==> config.mk <==
export PLATFORM = sky130hd
export DESIGN_NAME = func_call_arbiter
export DESIGN_NICKNAME = d
export VERILOG_FILES = /design/src/rtl/func_call_arbiter.sv
export SDC_FILE = /design/constraint.sdc
export NUM_CORES = 1
export LEC_CHECK = 0
export ABC_AREA = 1
export CAP_MARGIN = 20
export CORE_ASPECT_RATIO = 1.1
export CORE_MARGIN = 2
export CORE_UTILIZATION = 49
export DETAILED_ROUTE_END_ITERATION = 12
export PLACE_DENSITY = 0.81
export SLEW_MARGIN = 20
export SYNTH_ARGS = -nofsm -noshare
export SYNTH_HDL_FRONTEND = slang
export SYNTH_SLANG_ARGS = --single-unit
==> constraint.sdc <==
create_clock -name clk -period 3.6 [get_ports clk]
set_input_delay 0.72 -clock clk [delete_from_list [all_inputs] [get_ports clk]]
set_output_delay 0.72 -clock clk [all_outputs]
set_load 0.005 [all_outputs]
Track usage over the die:
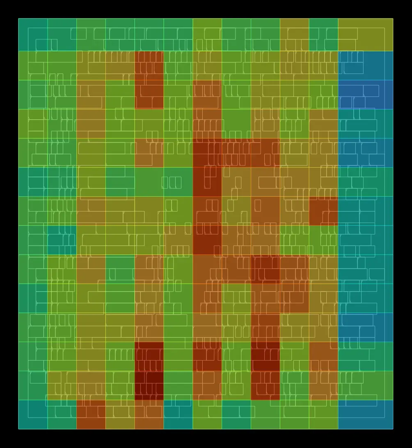
gr usage total: 23.8%
Routed wire per std cell: 12.8 um

Where the registers sit:
Scale bar: 20 um. Other sequential cells in the stronger gray, the rest of the logic in the fainter gray.
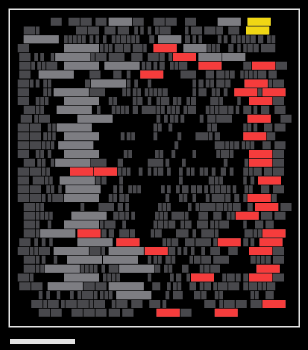
- cnt: yellow (sequential cells 2)
- resp_data: red (sequential cells 32)
sequential power: 1040 uW
sequential cell area share: 34.7%
Register Area: 1790 um2
fin util: 66.0%

==> flow_summary.yaml <==
# implementation run metrics
run_status:
  outcome: "finished clean"
final_layout:
  clockNetworkAreaShare_pct: 3.22
  inverters: 58
  final_cells: 748
  final_layout_top_logic_cells: "nand2_1, clkdlybuf4s50_1, inv_1"
  logic_area_um2: 1790
  comb_share_pct: 34.6
  buffers: 108
  area_growth_pct: 32.9
  clkbuf_count: 13
  dominant-cell-class: "flip-flops and latches"
  fin_area_um2: 5170
  diodes: 0
  layout_top_cell: "nand2_1"
  final-nonclk-buf-share_pct: 20.7
  fin_nets: 705
  drive_gt1_share_pct: 6.09
timing:
  fin_crit_sh_pct: 76.9
  fin_setup_tns_ns: 0
  period_minus_slack_ns: 2.77
  tightest_slew_ns: 0.882
  rsz0062_at_grt: "false"
  slew_headroom_pct: 41.1
  setup_ws_ns: 0.832
  drv_slew: 0
  holdWs_ns: 0.450
  skew_ns: 0.0153
placement:
  gp_congestion: 0.920
  hpwl_um: 7570
  dp.cells: 732
  port_buffers: 104
  pre_cts_ws_ns: 0.816
clock_network:
  cts_resized: 0
  cts_inserted_buffers: 9
  cts_setup_buffers: 0
  cts_tree: "yes"
  cts_max_path_buffers: 2
  clkTransAtPathRegs_ns: 0.07
  ctsRootBufferMaster: "clkbuf_8"
  htreeDepth: 3
  worst_skew_pair.late_latency_ns: 0.36
  hold_buffers: 0
power_and_ir_drop:
  pwr_density_cell_nw_per_um2: 401
  intPower_uw: 1490
  clkPwrFrac_pct: 27.0
  p_seq_share_pct: 50.0
  p_leak_uw: 0.00226
  power-top-group: "sequential cells"
  pwr-share-comb_pct: 23.0
  p_sw_uw: 586
  comb_power_uw: 477
  swShare_pct: 28.3
  max-vdd-ir-drop_uv: 209
  powerClk_uw: 561
yosys:
  ys_sh_adder_pct: 0.644
  yosys-top-cells-area: "edfxtp_1, dfxtp_1, nand2_1"
  ys_cells: 533
  synth_seq_share_pct: 46.1
  ys_ff: 73
  ys_sh_mux_pct: 0
  syn_inst: 533
  ys.flop_type: "dfxtp_1"
  syn-num-nets: 603
  ys_top_cells_by_count: "nand2_1, inv_1, nor2_1, dfxtp_1, edfxtp_1"
  topCombFamilyByArea: "simple AND/OR/NAND/NOR gates"
  yosysTopAreaCell: "edfxtp_1"
  synth-edff-count: 33
  yosysTopAreaCellShare_pct: 25.5
  aoi_share_pct: 9.49
  synth_area_um2: 3890
  top_cell: "nand2_1"
  yosysWarnings: 0
  synthArstFlopShare_pct: 0
  yosysUniqueCellTypes: 33
  ys_sh_xor_pct: 2.03
  yosys-stat-area_um2: 3890
  ys_sh_simple_pct: 33.7
  avgSynthCellArea_um2: 7.30
floorplanning:
  initCoreUtil_pct: 49.7
  dieArea_um2: 8670
  io_pins: 105
  placementRows: 34
  die_h_um: 97.4
  dieWidth_um: 88.9
  core_area_um2: 7830
  tapcell.inserted: 108
route:
  vias: 3599
  first_pass_iters: 4
  wl_met3_um: 571
  wl_um: 9580
  drc: 0
  wl_met1_um: 4300
  routed.top_layer: "met4"
  drtIter0Drc: 148
critical_path:
  crit_chain: "clkdlybuf4s50_1 -> nor2_1 -> nor2_1 -> nand2_1 -> inv_1 -> clkdlybuf4s50_1"
  worstPathMaxFanout: 2
  critPathSlowestCell: "clkdlybuf4s50_1"
  cpPeakStageDelay_ns: 0.49
  worst-path-buf-inv: 3
  start_kind: "input port"
  worstSetupPathType: "in -> out"
  cp_top_family: "buffers and inverters"
  end_kind: "output pin"
  r2r_setup_slack_ns: 1.40
  arrival_ns: 2.05
  cp.required_ns: 2.88
  cp_num_cells: 6
  rr_worst_depth: 7
grt:
  overflow: 0
  grt_pass1_wl_um: 16000
  antenna_found_initial: 0
  first_global_vias: 3486
  grt_start_max_net_pins: 57
  grt.busiest_layer: "met2"
  use_met1_pct: 32.3
  use_met3_pct: 3.65
  met2_usage_pct: 37.0
flow_run:
  maxCapViolCount: 0
  warnings: 26
hold_path:
  hold_path.class: "reg -> reg"
  whs_path_depth: 1
No activity file was given, so power comes from the tool's default toggle rates.
